===== config.mk =====
export PLATFORM = sky130hd
export DESIGN_NAME = apdtimer_seq
export DESIGN_NICKNAME = d
export VERILOG_FILES = /design/src/rtl/apdtimer_pkg.sv /design/src/rtl/apdseq_fifo2.sv /design/src/rtl/apdtimer_seq.sv
export SDC_FILE = /design/constraint.sdc
export NUM_CORES = 1
export LEC_CHECK = 0
export CELL_PAD_IN_SITES_DETAIL_PLACEMENT = 0
export CELL_PAD_IN_SITES_GLOBAL_PLACEMENT = 1
export CORE_AREA = 2 2 127 129
export CTS_BUF_LIST = sky130_fd_sc_hd__clkbuf_8 sky130_fd_sc_hd__clkbuf_16
export CTS_CLUSTER_DIAMETER = 80
export CTS_CLUSTER_SIZE = 10
export DETAILED_ROUTE_END_ITERATION = 8
export DIE_AREA = 0 0 129 131
export PLACE_DENSITY_LB_ADDON = 0.1
export SKIP_CTS_REPAIR_TIMING = 1
export SKIP_LAST_GASP = 1
export SLEW_MARGIN = 20
export SYNTH_ARGS = -nofsm -noshare
export SYNTH_HDL_FRONTEND = slang
export SYNTH_HIERARCHICAL = 1
export SYNTH_SLANG_ARGS = --single-unit
export TNS_END_PERCENT = 5

===== constraint.sdc =====
create_clock -name clk -period 6.2 [get_ports clk]
set_input_delay 1.86 -clock clk [delete_from_list [all_inputs] [get_ports clk]]
set_output_delay 1.86 -clock clk [all_outputs]
set_load 0.05 [all_outputs]

===== src/rtl/apdtimer_pkg.sv =====
// Shared definitions for the APD time-tagger acquisition path.
//   APD_DATA_W     : width of one timer record
//   APD_NUM_CH     : number of detector channels on the tagger
//   apdseq_state_t : acquisition sequencer state encoding
package apdtimer_pkg;

    localparam int unsigned APD_DATA_W = 41;
    localparam int unsigned APD_NUM_CH = 4;

    typedef enum logic [1:0] {
        StIdle  = 2'd0,
        StClear = 2'd1,
        StRun   = 2'd2,
        StDrain = 2'd3
    } apdseq_state_t;

endpackage


===== src/rtl/apdseq_fifo2.sv =====
// Two-entry FIFO built as a head/tail register pair, so the head is always the
// output word and needs no read mux.
// Ports:
//   clk, reset_n : clock, synchronous active-low reset
//   push         : write push_data (caller guarantees room, or a same-cycle pop)
//   push_data    : word to write
//   pop          : retire the head word (ignored when empty)
//   count        : occupancy, 0..2
//   head         : oldest stored word
module apdseq_fifo2
    import apdtimer_pkg::*;
#(
    parameter int unsigned DATA_W = APD_DATA_W
) (
    input  logic              clk,
    input  logic              reset_n,
    input  logic              push,
    input  logic [DATA_W-1:0] push_data,
    input  logic              pop,
    output logic [1:0]        count,
    output logic [DATA_W-1:0] head
);

    logic [1:0]        count_q, count_d;
    logic [DATA_W-1:0] head_q, head_d;
    logic [DATA_W-1:0] tail_q, tail_d;

    always_comb begin
        count_d = count_q;
        head_d  = head_q;
        tail_d  = tail_q;
        case (count_q)
            2'd0: begin
                if (push) begin
                    head_d  = push_data;
                    count_d = 2'd1;
                end
            end
            2'd1: begin
                if (push && pop) begin
                    head_d = push_data;
                end else if (push) begin
                    tail_d  = push_data;
                    count_d = 2'd2;
                end else if (pop) begin
                    count_d = 2'd0;
                end
            end
            2'd2: begin
                if (pop) begin
                    head_d = tail_q;
                    if (push) begin
                        tail_d = push_data;
                    end else begin
                        count_d = 2'd1;
                    end
                end
            end
            default: count_d = 2'd0;
        endcase
    end

    always_ff @(posedge clk) begin
        if (!reset_n) begin
            count_q <= 2'd0;
            head_q  <= '0;
            tail_q  <= '0;
        end else begin
            count_q <= count_d;
            head_q  <= head_d;
            tail_q  <= tail_d;
        end
    end

    assign count = count_q;
    assign head  = head_q;

endmodule


===== src/rtl/apdtimer_seq.sv =====
// Acquisition sequencer for the four-channel APD time-tagger. Runs the timer
// through clear -> run -> drain, buffers timer records in a 2-entry FIFO toward
// the host stream, and reports busy/done/overflow status.
// Optional feature macro: APDSEQ_LOST_CNT_EN adds the saturating lost_count port.
// Ports:
//   clk, reset_n          : clock, synchronous active-low reset
//   start, stop           : run commands, sampled every cycle
//   run_length            : operate cycles per run (0 = unlimited), taken on CLEAR exit
//   timer_rdy, timer_data : record strobe and payload from the timer
//   out_ready             : downstream ready
//   operate, reset_counter: timer controls
//   out_valid, out_data   : record stream toward the host FIFO
//   busy, done, overflow  : status; lost_count only with APDSEQ_LOST_CNT_EN
module apdtimer_seq
    import apdtimer_pkg::*;
#(
    parameter int unsigned DATA_W       = APD_DATA_W,
    parameter int unsigned RUN_W        = 32,
    parameter int unsigned CLEAR_CYCLES = 4,
    parameter int unsigned DRAIN_CYCLES = 8,
    parameter int unsigned LOST_W       = 16
) (
    input  logic              clk,
    input  logic              reset_n,
    input  logic              start,
    input  logic              stop,
    input  logic [RUN_W-1:0]  run_length,
    input  logic              timer_rdy,
    input  logic [DATA_W-1:0] timer_data,
    input  logic              out_ready,
    output logic              operate,
    output logic              reset_counter,
    output logic              out_valid,
    output logic [DATA_W-1:0] out_data,
    output logic              busy,
    output logic              done,
    output logic              overflow
`ifdef APDSEQ_LOST_CNT_EN
    ,
    output logic [LOST_W-1:0] lost_count
`endif
);

    // One phase counter serves both CLEAR and DRAIN.
    localparam int unsigned CNT_MAX = (CLEAR_CYCLES > DRAIN_CYCLES) ? CLEAR_CYCLES : DRAIN_CYCLES;
    localparam int unsigned CNT_W   = $clog2(CNT_MAX + 1);
    localparam logic [CNT_W-1:0] CLEAR_LAST = CNT_W'(CLEAR_CYCLES - 1);
    localparam logic [CNT_W-1:0] DRAIN_LAST = CNT_W'(DRAIN_CYCLES - 1);

    apdseq_state_t     state_q, state_d;
    logic [CNT_W-1:0]  cnt_q, cnt_d;
    logic [RUN_W-1:0]  remaining_q, remaining_d;
    logic              operate_q, reset_counter_q, busy_q, done_q, overflow_q;
    logic              clear_status;

    logic [1:0]        fifo_count;
    logic [DATA_W-1:0] fifo_head;
    logic              rec_accept, fifo_pop, fifo_push, rec_drop;

    // Records are only taken while the timer may still be producing them.
    assign rec_accept = timer_rdy && ((state_q == StRun) || (state_q == StDrain));
    assign fifo_pop   = (fifo_count != 2'd0) && out_ready;
    assign fifo_push  = rec_accept && ((fifo_count != 2'd2) || fifo_pop);
    assign rec_drop   = rec_accept && !fifo_push;

    always_comb begin
        state_d      = state_q;
        cnt_d        = cnt_q;
        remaining_d  = remaining_q;
        clear_status = 1'b0;
        case (state_q)
            StIdle: begin
                if (start && !stop) begin
                    state_d      = StClear;
                    cnt_d        = '0;
                    clear_status = 1'b1;
                end
            end
            StClear: begin
                if (stop) begin
                    state_d = StIdle;
                end else if (cnt_q == CLEAR_LAST) begin
                    state_d     = StRun;
                    remaining_d = run_length;
                end else begin
                    cnt_d = cnt_q + 1'b1;
                end
            end
            StRun: begin
                if (remaining_q != '0) begin
                    remaining_d = remaining_q - 1'b1;
                end
                if (stop || (remaining_q == RUN_W'(1))) begin
                    state_d = StDrain;
                    cnt_d   = '0;
                end
            end
            StDrain: begin
                if (cnt_q != DRAIN_LAST) begin
                    cnt_d = cnt_q + 1'b1;
                // Leave only when nothing is buffered or arriving this cycle.
                end else if ((fifo_count == 2'd0) && !timer_rdy) begin
                    state_d = StIdle;
                end
            end
            default: state_d = StIdle;
        endcase
    end

    always_ff @(posedge clk) begin
        if (!reset_n) begin
            state_q         <= StIdle;
            cnt_q           <= '0;
            remaining_q     <= '0;
            operate_q       <= 1'b0;
            reset_counter_q <= 1'b0;
            busy_q          <= 1'b0;
            done_q          <= 1'b0;
            overflow_q      <= 1'b0;
        end else begin
            state_q         <= state_d;
            cnt_q           <= cnt_d;
            remaining_q     <= remaining_d;
            operate_q       <= (state_d == StRun);
            reset_counter_q <= (state_d == StClear);
            busy_q          <= (state_d != StIdle);
            done_q          <= (state_q != StIdle) && (state_d == StIdle);
            if (clear_status) begin
                overflow_q <= 1'b0;
            end else if (rec_drop) begin
                overflow_q <= 1'b1;
            end
        end
    end

`ifdef APDSEQ_LOST_CNT_EN
    logic [LOST_W-1:0] lost_q;

    always_ff @(posedge clk) begin
        if (!reset_n) begin
            lost_q <= '0;
        end else if (clear_status) begin
            lost_q <= '0;
        end else if (rec_drop && (lost_q != '1)) begin
            lost_q <= lost_q + 1'b1;
        end
    end

    assign lost_count = lost_q;
`endif

    apdseq_fifo2 #(
        .DATA_W (DATA_W)
    ) u_fifo (
        .clk       (clk),
        .reset_n   (reset_n),
        .push      (fifo_push),
        .push_data (timer_data),
        .pop       (fifo_pop),
        .count     (fifo_count),
        .head      (fifo_head)
    );

    assign operate       = operate_q;
    assign reset_counter = reset_counter_q;
    assign busy          = busy_q;
    assign done          = done_q;
    assign overflow      = overflow_q;
    assign out_valid     = (fifo_count != 2'd0);
    assign out_data      = fifo_head;

endmodule


Fig. 1: clock nets
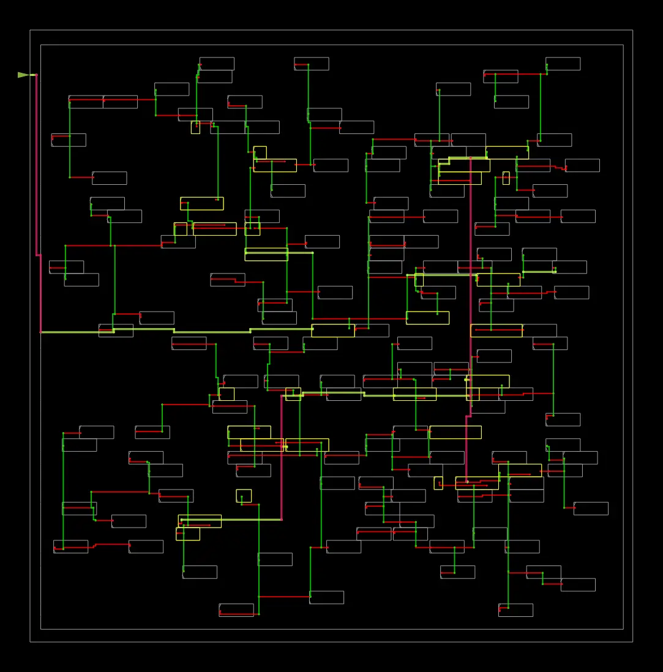
registers: 127
Layout Skew: 0.0117 ns
clk sinks: 127
Insertion Delay late pin: 0.42 ns
CTS Buf Count: 17

Fig. 2: routed metal, one color a layer
The bar under the picture is 50 µm long.
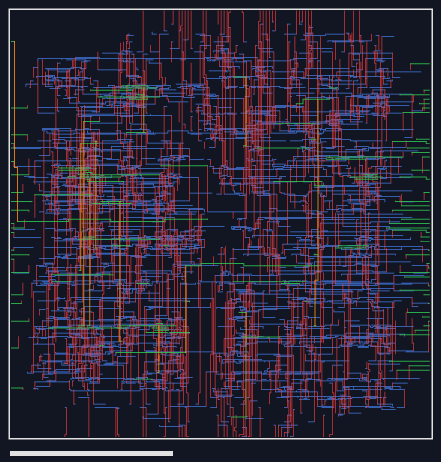
| color | layer | wire length |
|---|---|---|
| green | metal 3 | 961 µm |
| red | metal 2 | 8740 µm |
| blue | metal 1 | 7840 µm |
| orange | metal 4 | 455 µm |
wire per inst: 17.1 µm
DR vias: 5926
Tot GR Track Use: 0.213

==> out/summary.txt <==
total wire length: 18000 µm
row count: 46
combinational cell power: 0.113 mW
signal buffers share of area: 0.163
fraction of registers with async set/reset: 0
met3 wire length: 960 µm
Root Buffer: clkbuf_16
Sequential Power Share: 0.419
top post-synthesis cells by area: dfxtp_1, mux2i_1, a211oi_1, nand2_1, clkbuf_1
critical path's most frequent cell: buf_4
Clock buffer cells: 18
Combinational Power Share: 0.058
Internal Power: 1.52 mW
r2r endpoint: remaining_q[12]$_SDFFE_PN0P_
grt ovf: 0
final worst slack: 2.14 ns
Area-dominant class: combinational gates
die width: 129 µm
IO Port Bufs: 125
worst hold path endpoint: u_fifo/tail_q[24]$_SDFFE_PN0P_
Worst Setup EP: u_fifo/head[32]$_SDFFE_PN0P_
layout cell share with drive strength beyond 1: 0.0846
chip area: 16900 µm²
routability cong.: 0.889
Tapcells: 216
Synth Cell Area: 6410 µm²
Final clock-cell share: 0.0727
register bit count reported by yosys: 127
Layout Utilization: 0.534
peak supply drop: 0.194 mV
ratio of final minimum period to clock period: 0.655
AO/OA Area Share: 0.225
Setup WS pre-CTS: 1.77 ns
Seq/Total Area, Yosys: 0.396
H-Tree Depth: 4
# IOs: 126
Crit path depth: 8
syn_nets: 814
Routed met2 length: 8740 µm
Sw Pwr: 0.434 mW
initial drt markers: 368
Synth Instances: 731
Setup TNS: 0 ns
# Cells Yosys: 731
P_seq: 0.819 mW
#MultiIn Comb: 527
die height: 131 µm
DR top layer: met4
Via-to-Cell Ratio: 5.62
router iterations before antenna repair: 5
WP buf/inv: 3
Top Layout Cells: dfxtp_1, clkdlybuf4s50_1, nand2_1
flop share of the area: 0.305
register area: 2540 µm²
Max-cap violations: 0
number of enable flip-flop cells: 0
met1 WL: 7840 µm
crit path kind: input pin to register
Commonest Layout Cell: dfxtp_1
mean post-synth cell area: 8.78 µm²
status: finished clean
fmax: 246 MHz
Crit. Startpoint: timer_rdy
design area: 8330 µm²
Critical Path Source Type: input pin
layout net count: 909
crit path DRT: 6.47 ns
reg2reg path depth: 7
final setup violation count: 0
total tool warning count: 28
M1 GR Usage: 0.269
hpwl dp: 12000 µm
switching share of power: 0.222
Hold Path Stages: 2
Fin. Hold Viols: 0
initial cell density of the core: 0.411
Non-clk invs: 13
Hold WC Path Type: register to register
Main logic family: AND-OR/OR-AND gates
CP endpoint kind: register
DRC violations left: 0
Ys Warns: 6
grt met3 use: 0.0379
Commonest cells post-synth: dfxtp_1, nand2_1, a211oi_1, mux2i_1, clkbuf_1
Dominant flop cell: dfxtp_1
critical path's top delay family: buffers and inverters
Pwr top: the clock network
global-route wire length before repair: 28400 µm
P_clk: 1.02 mW
initial antenna violation count: 0
and+or+nand+nor area frac: 0.174
LEAKAGE: 3.21 nW
Power is estimated from default activity; no workload was simulated.
